Met1 routing:
Supply wires on this layer in grey.
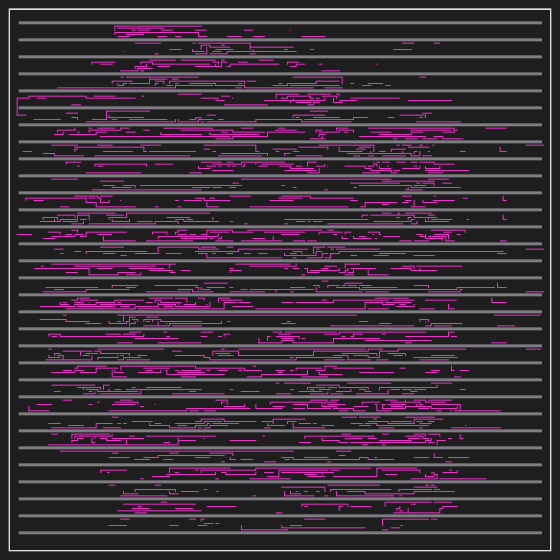
Logic cells by family:
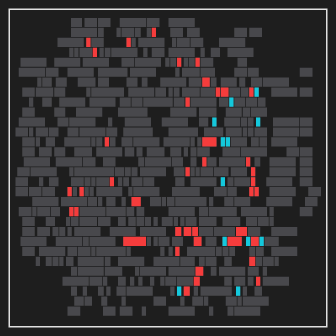
PDN straps and rails:
Pins as bars on the die edge.
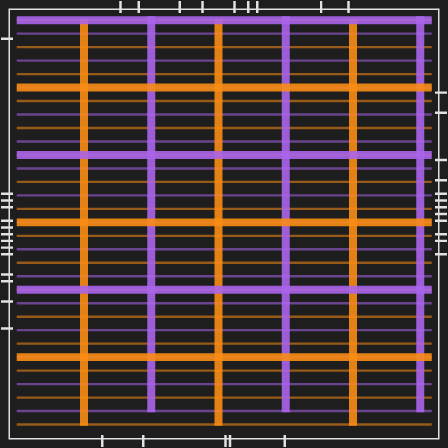
--- src/rtl/sseg_scan_ctrl_pkg.sv ---
// Shared constants, payload type and segment patterns for the seven-segment scan controller.
package sseg_scan_ctrl_pkg;

  localparam int unsigned DIGITS = 4;
  localparam int unsigned HEX_W  = 4 * DIGITS;

  localparam logic [7:0]        SSEG_BLANK = 8'hFF;
  localparam logic [DIGITS-1:0] AN_OFF     = 4'b1111;

  // Active-low {g,f,e,d,c,b,a} patterns for hex digits 0..F
  localparam logic [6:0] SEG_0 = 7'h40;
  localparam logic [6:0] SEG_1 = 7'h79;
  localparam logic [6:0] SEG_2 = 7'h24;
  localparam logic [6:0] SEG_3 = 7'h30;
  localparam logic [6:0] SEG_4 = 7'h19;
  localparam logic [6:0] SEG_5 = 7'h12;
  localparam logic [6:0] SEG_6 = 7'h02;
  localparam logic [6:0] SEG_7 = 7'h78;
  localparam logic [6:0] SEG_8 = 7'h00;
  localparam logic [6:0] SEG_9 = 7'h10;
  localparam logic [6:0] SEG_A = 7'h08;
  localparam logic [6:0] SEG_B = 7'h03;
  localparam logic [6:0] SEG_C = 7'h46;
  localparam logic [6:0] SEG_D = 7'h21;
  localparam logic [6:0] SEG_E = 7'h06;
  localparam logic [6:0] SEG_F = 7'h0E;

  typedef struct packed {
    logic [HEX_W-1:0]  hex;
    logic [DIGITS-1:0] dp;
    logic [DIGITS-1:0] en;
  } disp_t;

endpackage

--- src/rtl/sseg_scan_ctrl_hex_to_sseg.sv ---
// Combinational hex nibble to active-low seven-segment {g..a} decoder.
module hex_to_sseg
  import sseg_scan_ctrl_pkg::*;
(
  input  logic [3:0] nib,
  output logic [6:0] seg_c
);

  always_comb begin
    seg_c = SEG_0;
    case (nib)
      4'h0: seg_c = SEG_0;
      4'h1: seg_c = SEG_1;
      4'h2: seg_c = SEG_2;
      4'h3: seg_c = SEG_3;
      4'h4: seg_c = SEG_4;
      4'h5: seg_c = SEG_5;
      4'h6: seg_c = SEG_6;
      4'h7: seg_c = SEG_7;
      4'h8: seg_c = SEG_8;
      4'h9: seg_c = SEG_9;
      4'hA: seg_c = SEG_A;
      4'hB: seg_c = SEG_B;
      4'hC: seg_c = SEG_C;
      4'hD: seg_c = SEG_D;
      4'hE: seg_c = SEG_E;
      default: seg_c = SEG_F;
    endcase
  end

endmodule

--- src/rtl/sseg_scan_ctrl.sv ---
// Four-digit multiplexed seven-segment scan controller with frame-boundary (tear-free) updates.
// Optional build macro LZ_BLANK_EN enables leading-zero blanking of digits 3..1.
module sseg_scan_ctrl
  import sseg_scan_ctrl_pkg::*;
#(
  parameter int unsigned REFRESH_DIV = 50000,
  parameter int unsigned CNT_W       = 16
) (
  input  logic        clk_amisha,
  input  logic        reset_amisha,
  input  logic        load_amisha,
  input  logic [15:0] hex_amisha,
  input  logic [3:0]  dp_amisha,
  input  logic [3:0]  en_amisha,
  output logic        upd_done_amisha,
  output logic [3:0]  an_amisha,
  output logic [7:0]  sseg_amisha
);

  logic [CNT_W-1:0] presc;
  logic [1:0]       idx;
  logic             pend_valid;
  disp_t            pend;
  disp_t            act;
  disp_t            din;
  logic             tick;
  logic             frame_end;
  logic [3:0]       nib;
  logic [6:0]       seg7;
  logic             lz_dark;
  logic             dark;

  assign din       = '{hex: hex_amisha, dp: dp_amisha, en: en_amisha};
  assign tick      = (presc == CNT_W'(REFRESH_DIV - 1));
  assign frame_end = tick && (idx == 2'd3);
  assign nib       = act.hex[{idx, 2'b00} +: 4];

  hex_to_sseg u_dec (
    .nib   (nib),
    .seg_c (seg7)
  );

  // A digit is dark when its higher nibbles and its own are all zero and its dp is off
  always_comb begin
    lz_dark = 1'b0;
`ifdef LZ_BLANK_EN
    case (idx)
      2'd3:    lz_dark = (act.hex[15:12] == 4'h0) && !act.dp[3];
      2'd2:    lz_dark = (act.hex[15:8]  == 8'h00) && !act.dp[2];
      2'd1:    lz_dark = (act.hex[15:4]  == 12'h000) && !act.dp[1];
      default: lz_dark = 1'b0;
    endcase
`endif
  end

  assign dark = !act.en[idx] || lz_dark;

  always_ff @(posedge clk_amisha) begin
    if (reset_amisha) begin
      presc           <= '0;
      idx             <= 2'd0;
      pend_valid      <= 1'b0;
      pend            <= '{hex: 16'h0000, dp: 4'h0, en: 4'hF};
      act             <= '{hex: 16'h0000, dp: 4'h0, en: 4'hF};
      upd_done_amisha <= 1'b0;
      an_amisha       <= AN_OFF;
      sseg_amisha     <= SSEG_BLANK;
    end else begin
      presc <= tick ? '0 : presc + CNT_W'(1);
      if (tick) idx <= idx + 2'd1;

      an_amisha   <= dark ? AN_OFF : ~(4'b0001 << idx);
      sseg_amisha <= dark ? SSEG_BLANK : {~act.dp[idx], seg7};

      // Commit only at frame end; a same-cycle load bypasses the pending register
      upd_done_amisha <= 1'b0;
      if (frame_end && load_amisha) begin
        act             <= din;
        pend_valid      <= 1'b0;
        upd_done_amisha <= 1'b1;
      end else if (frame_end && pend_valid) begin
        act             <= pend;
        pend_valid      <= 1'b0;
        upd_done_amisha <= 1'b1;
      end else if (load_amisha) begin
        pend       <= din;
        pend_valid <= 1'b1;
      end
    end
  end

endmodule

--- config.mk ---
export PLATFORM = sky130hd
export DESIGN_NAME = sseg_scan_ctrl
export DESIGN_NICKNAME = d
export VERILOG_FILES = /design/src/rtl/sseg_scan_ctrl_pkg.sv /design/src/rtl/sseg_scan_ctrl_hex_to_sseg.sv /design/src/rtl/sseg_scan_ctrl.sv
export SDC_FILE = /design/constraint.sdc
export NUM_CORES = 1
export LEC_CHECK = 0
export CAP_MARGIN = 40
export CORE_UTILIZATION = 50
export DETAILED_ROUTE_END_ITERATION = 16
export GPL_TIMING_DRIVEN = 0
export PLACE_DENSITY = 0.75
export SYNTH_ARGS = -nofsm -noshare
export SYNTH_HDL_FRONTEND = slang
export SYNTH_SLANG_ARGS = --single-unit
--- constraint.sdc ---
create_clock -name clk_amisha -period 2.07 [get_ports clk_amisha]
set_input_delay 0.207 -clock clk_amisha [delete_from_list [all_inputs] [get_ports clk_amisha]]
set_output_delay 0.207 -clock clk_amisha [all_outputs]
set_load 0.005 [all_outputs]
==> run summary <==
First-pass GRT wire length = 13.0 mm
P_seq = 1.60 mW
Total combinational power = 0.268 mW
Mapped Avg Cell Area = 9.54 um^2
Fill cells = 583
OpenROAD warning count = 35
Root Driver = clkbuf_8
RR Startpoint = presc[4]
CTS Hold Bufs = 0
Vias in the first global route = 2731
H-Tree Depth = 3
Logic share of the area = 40.4%
CP endpoint = pend[7]
CP required = 2.29 ns
Setup violations, final = 0
Chip width = 86.4 um
Unrepaired setup endpoints after global routing = yes
Fraction of area in registers = 36.3%
Critical path depth in cells = 6
CP arrival = 2.26 ns
Worst setup EP type = flip-flop
Hold Path Sink = sseg_amisha[5]
Power per standard cell area = 690 nW/um^2
DR vias = 2905
Vias per cell = 5.44
CP Class = flip-flop to flip-flop
Final Hold Fails = 0
Clock Sinks = 80
Sw Share = 23.8%
Post-synthesis sequential area ratio = 45.0%
Slowest stage delay, CP = 0.52 ns
Post-cts resize count = 2
Highest metal used = met4
Wl on met1 = 3.72 mm
DR WL met2 = 3.98 mm
Top power group = registers
GRT Total Usage = 22.7%
Outcome = complete, no violations
Routed length per instance = 15.3 um
Yosys Warn Count = 0
Inverters = 12
Final Skew = 0.0100 ns
Clock Latency Late Sink = 0.35 ns
Yosys cell count = 373
Hold depth = 3
Post-DP Area = 4050 um^2
Post-CTS setup buffer count = 7
Reg area = 1610 um^2
Clk buf depth = 2
Synthesized net count = 411
Final WS setup = 0.0299 ns
N_taps = 96
I/O pin cnt = 40
Worst setup path startpoint = presc[4]
CP max stage cell = or4bb_1
Reg-to-reg endpoint = pend[7]
M3 GR Usage = 5.52%
Worst-path cell chain = or4bb_1 -> o41ai_2 -> buf_4 -> clkbuf_16 -> mux2i_1 -> nor2_1
Period utilization = 98.6%
Drt first pass iters = 4
HP Class = input pin to flip-flop
Post-synthesis register bit count = 80
Yosys Chip Area = 3560 um^2
Post-layout nets = 471
Reg-to-reg slack, setup = 0.03 ns
CTS tree = built
Leading cell kind = combinational gates
Leak pwr = 1.63 nW
GRT busiest layer = met2
GRT overflow = 0
# clk buffers = 11
DIE AREA = 7460 um^2
Most frequent cells in the layout = dfxtp_1, nor2_1, clkdlybuf4s50_1, mux2i_1, nand2_1
Share of layout cells above drive strength 1 = 14.2%
Internal = 2.33 mW
Layout area overhead = 24.7%
Synth async-reset ratio = 0%
Peak VDD IR = 499 uV
Least-Margin Pin Slew = 0.561 ns
Max-slew headroom = 62.6%
Crit start category = flip-flop
Worst Hold Launch = reset_amisha
CP max FO = 6
Biggest area cells = dfxtp_1, mux2i_1, nor2_1
Cells after Synth = 373
DRT iter0 DRCs = 157
TNS Setup = 0 ns
-- 'met1 routing' (at the start) --
wire length on this layer = 3720 um
longest straight run = 38.2 um
share of all routed wire = 46%
main direction = horizontal
nets with wire on the layer = 430

-- 'logic cells by family' (at the start) --
nand cells -> red  # cells 40
inv cells -> cyan  # cells 12

-- 'PDN straps and rails' (at the start) --
VSS -> orange
VDD -> purple
signal pins = 40
rows = 30
met1 rails = 31
met5 straps = 6

[synth_stat cells, types with 2 or more instances]
cell type  number
nor2b_1         6
xor2_1          3
nand2b_1        2
nor2_1         60
dfxtp_1        80
clkbuf_1       14
buf_2           7
a31oi_1         2
o41ai_1         2
nand4bb_1       2
buf_4           2
a21oi_1        22
nand2_1        24
mux2i_1        26
ha_1           11
or2_2           3
nand3_1         5
xnor2_1        10
o221ai_1        4
o2bb2ai_1      20
or3_1           2
a22oi_1         7
a211oi_1        3
o21ai_0         2
nand4_1         4
inv_1          12
mux4_2          6
nor3_1          9
and3_1          2
[kinds of logic after synthesis]
| group | synth area share (%) |
|---|---|
| xor+xnor | 3.20 |
| fa+ha+maj | 3.87 |
| mux | 11.4 |
| flops | 45.0 |
| simple gates | 18.5 |
| buf+inv | 4.99 |
| compound gates | 13.0 |
Power is estimated from default activity; no workload was simulated.
